==> images/metal_stack.png <==
Drawn at 4 px/µm. Two of the layers only.
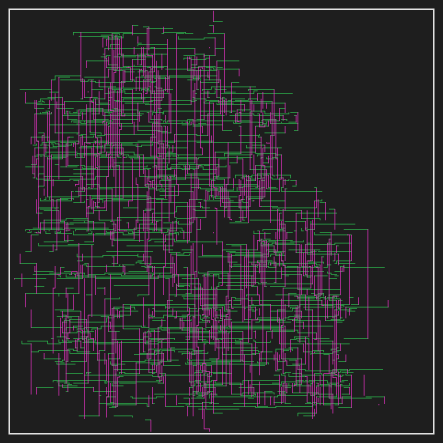
==> images/final_placement.png <==
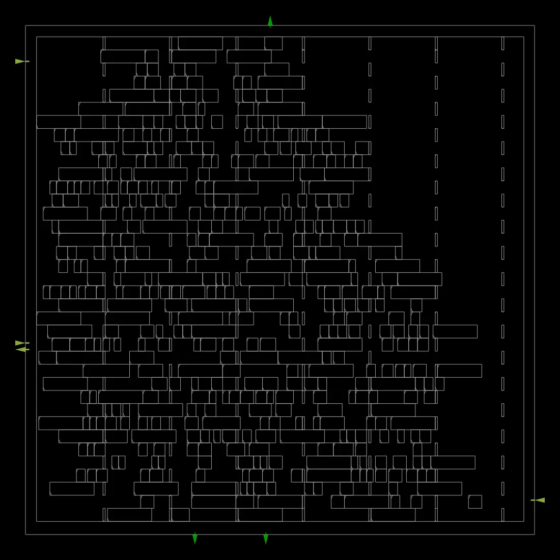
==> images/met2.png <==
Drawn at 4 px/µm. Cells faint in the background.
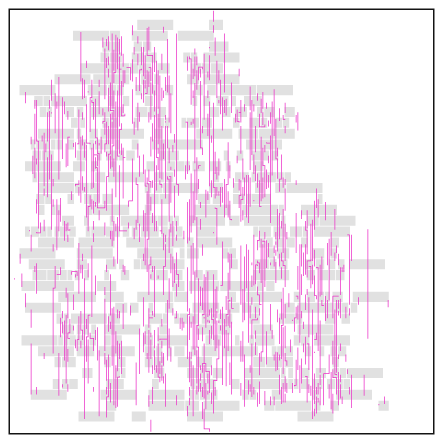
==> images/pdn.png <==
Drawn at 4 px/µm. Pins as bars on the die edge. Tap cells in grey.
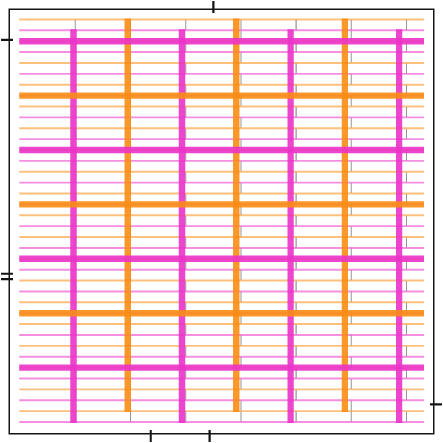
### config.mk
export PLATFORM = sky130hd
export DESIGN_NAME = btn_debounce
export DESIGN_NICKNAME = d
export VERILOG_FILES = /design/src/rtl/btn_debounce_pkg.sv /design/src/rtl/btn_debounce_sync_ff.sv /design/src/rtl/btn_debounce.sv
export SDC_FILE = /design/constraint.sdc
export NUM_CORES = 1
export LEC_CHECK = 0
export CORE_MARGIN = 2
export CORE_UTILIZATION = 40
export DETAILED_ROUTE_END_ITERATION = 7
export PLACE_DENSITY_LB_ADDON = 0.25
export SYNTH_ARGS = -nofsm -noshare
export SYNTH_HDL_FRONTEND = slang
export SYNTH_SLANG_ARGS = --single-unit
### constraint.sdc
create_clock -name clk -period 6 [get_ports clk]
set_clock_uncertainty 0.2 [all_clocks]
set_input_delay 0.9 -clock clk [delete_from_list [all_inputs] [get_ports clk]]
set_output_delay 0.9 -clock clk [all_outputs]
set_load 0.02 [all_outputs]
### src/rtl/btn_debounce_pkg.sv
// Shared types and constants for the push-button debouncer.
package btn_debounce_pkg;

  typedef enum logic [1:0] {
    BTN_IDLE         = 2'd0,
    BTN_PRESS_WAIT   = 2'd1,
    BTN_HELD         = 2'd2,
    BTN_RELEASE_WAIT = 2'd3
  } btn_state_t;

  // Idle level of an active-low button; also the synchronizer reset value.
  localparam logic BTN_RELEASED = 1'b1;

endpackage

### src/rtl/btn_debounce_sync_ff.sv
// Two-flop synchronizer for a single asynchronous input, with a selectable reset level.
module sync_ff #(
  parameter logic RST_VAL = 1'b0
) (
  input  logic clk,
  input  logic n_reset,
  input  logic d,
  output logic q
);

  logic meta;

  always_ff @(posedge clk or negedge n_reset) begin
    if (!n_reset) begin
      meta <= RST_VAL;
      q    <= RST_VAL;
    end else begin
      meta <= d;
      q    <= meta;
    end
  end

endmodule

### src/rtl/btn_debounce.sv
// Debounces one raw active-low button into a registered level plus press,
// release and long-press strobes.
module btn_debounce
  import btn_debounce_pkg::*;
#(
  parameter logic [31:0] DEBOUNCE_CNT = 32'd100000,
  parameter logic [31:0] LONG_CNT     = 32'd5000000
) (
  input  logic clk,
  input  logic n_reset,
  input  logic n_btn,
  output logic pressed,
  output logic press,
  output logic release_stb,  // "release" is a reserved word in SystemVerilog
  output logic long_press
);

  logic        sync_n;
  btn_state_t  state, state_d;
  logic [31:0] deb_cnt, deb_cnt_d;
  logic [31:0] hold_cnt, hold_cnt_d;
  logic        long_done, long_done_d;
  logic        pressed_d, press_d, release_d, long_d;

  sync_ff #(.RST_VAL(BTN_RELEASED)) u_sync (
    .clk     (clk),
    .n_reset (n_reset),
    .d       (n_btn),
    .q       (sync_n)
  );

  always_ff @(posedge clk or negedge n_reset) begin
    if (!n_reset) begin
      state       <= BTN_IDLE;
      deb_cnt     <= 32'd0;
      hold_cnt    <= 32'd0;
      long_done   <= 1'b0;
      pressed     <= 1'b0;
      press       <= 1'b0;
      release_stb <= 1'b0;
      long_press  <= 1'b0;
    end else begin
      state       <= state_d;
      deb_cnt     <= deb_cnt_d;
      hold_cnt    <= hold_cnt_d;
      long_done   <= long_done_d;
      pressed     <= pressed_d;
      press       <= press_d;
      release_stb <= release_d;
      long_press  <= long_d;
    end
  end

  always_comb begin
    state_d     = state;
    deb_cnt_d   = deb_cnt;
    hold_cnt_d  = hold_cnt;
    long_done_d = long_done;
    pressed_d   = pressed;
    press_d     = 1'b0;
    release_d   = 1'b0;
    long_d      = 1'b0;

    case (state)
      BTN_IDLE: begin
        if (!sync_n) begin
          state_d   = BTN_PRESS_WAIT;
          deb_cnt_d = 32'd0;
        end
      end

      BTN_PRESS_WAIT: begin
        if (sync_n) begin
          state_d = BTN_IDLE;
        end else if (deb_cnt == DEBOUNCE_CNT - 32'd1) begin
          state_d     = BTN_HELD;
          pressed_d   = 1'b1;
          press_d     = 1'b1;
          hold_cnt_d  = 32'd0;
          long_done_d = 1'b0;
        end else begin
          deb_cnt_d = deb_cnt + 32'd1;
        end
      end

      // A release sample wins over a long-press that would fire this cycle.
      BTN_HELD: begin
        if (sync_n) begin
          state_d   = BTN_RELEASE_WAIT;
          deb_cnt_d = 32'd0;
        end else if (LONG_CNT != 32'd0 && !long_done) begin
          if (hold_cnt == LONG_CNT - 32'd1) begin
            long_d      = 1'b1;
            long_done_d = 1'b1;
          end else begin
            hold_cnt_d = hold_cnt + 32'd1;
          end
        end
      end

      BTN_RELEASE_WAIT: begin
        if (!sync_n) begin
          state_d = BTN_HELD;
        end else if (deb_cnt == DEBOUNCE_CNT - 32'd1) begin
          state_d   = BTN_IDLE;
          pressed_d = 1'b0;
          release_d = 1'b1;
        end else begin
          deb_cnt_d = deb_cnt + 32'd1;
        end
      end

      default: state_d = BTN_IDLE;
    endcase
  end

endmodule
==> results.ini <==
[die]
floorplan.core_area_mm2=0.0102
top_level_i_o_count=7
die_area_mm2=0.0112

[drt]
wl_met1_um=4810
top_layer_used=met4
detail_route.first_pass.iterations=5

[yosys]
synth_area_mm2=0.00414
ys_warns=0
post_synth_main_logic_family=simple AND/OR/NAND/NOR gates
synth.top_cells.by_area=sky130_fd_sc_hd__dfrtp_1, sky130_fd_sc_hd__a21oi_1, sky130_fd_sc_hd__nand3_1
yosys-mux-area-fraction_pct=0.998
ys_chip_area_mm2=0.00414
synth.cellmix.simpleShare_pct=28.4
post_synthesis_mean_instance_area_um2=9.02
area_leader_share_pct=42.9
synth-xor-area-share_pct=1.27
synth_async_sr_flop_share_pct=100

[cells_and_area]
multi_input_comb_area_mm2=0.00213
most_numerous_logic_cells_after_layout=sky130_fd_sc_hd__dfrtp_1, sky130_fd_sc_hd__nand2_1, sky130_fd_sc_hd__a21oi_1
drive_gt1_share_pct=8.32
final-instance-count-excl-fill=593
largest_class=logic gates

[power]
power.share.switching_pct=23.3
power_report.internal_total_mw=0.704
clk-power_mw=0.389
power_sequential_mw=0.501

[hold_path]
hold_start=u_sync.meta

[worst_setup_path]
cpMaxStageDelayCell=sky130_fd_sc_hd__o31ai_4
timing_worst_setup_path_type=reg2reg
timing.critical_path.required_ps=6030

[timing]
grt_setup_unrepaired=no
final_critical_path_required_period_ps=3430
maxClockFrequency_ghz=0.292
post-route-period-util_pct=57.1
final_hold_viol_count=0

[placed_design]
dp_worst_setup_slack_ps=2580
numPlacedInstances=577

[status]
outcome=completed

[grt]
met2_use_gr_pct=27.8
overflow=0

[clocking]
clock.latency.late_pin_ps=350
clkTransAtPathRegs_ps=80

-- metal_stack.png (at the start) --
[met1] green | wire length: 4810 µm
[met2] magenta | wire length: 4330 µm

-- final_placement.png (at the start) --
n_taps: 136
flip-flop and latch share of the layout cell area: 41.2%
fill cell count: 1056
flip-flop and latch count: 73
Layout Utilization: 43.6%

-- met2.png (at the start) --
nets with wire on the layer: 368
main direction: vertical
longest straight run: 37.7 µm
share of all routed wire: 45%

-- pdn.png (at the start) --
[VSS] magenta
[VDD] orange
met5 straps: 7
signal pins: 7
rows: 37
met4 straps: 7
met1 rails: 38

[worst paths after layout]
kind	to	depth (start not counted)
max in group asynchronous	hold_cnt[8]	1
hold reg to reg	u_sync.q	0
min in group asynchronous	deb_cnt[17]	1
hold / removal	u_sync.q	0
setup / recovery	deb_cnt[11]	7
setup reg to reg	deb_cnt[11]	7
[flip-flops by register name, indices dropped and copies added, names as in the netlist, named ones only]
| register | flops |
|---|---|
| hold_cnt | 32 |
| long_press | 1 |
| deb_cnt | 32 |
| release_stb | 1 |
| pressed | 1 |
| state | 1 |
| press | 1 |
| long_done | 1 |
| u_sync.meta | 1 |
| u_sync.q | 1 |
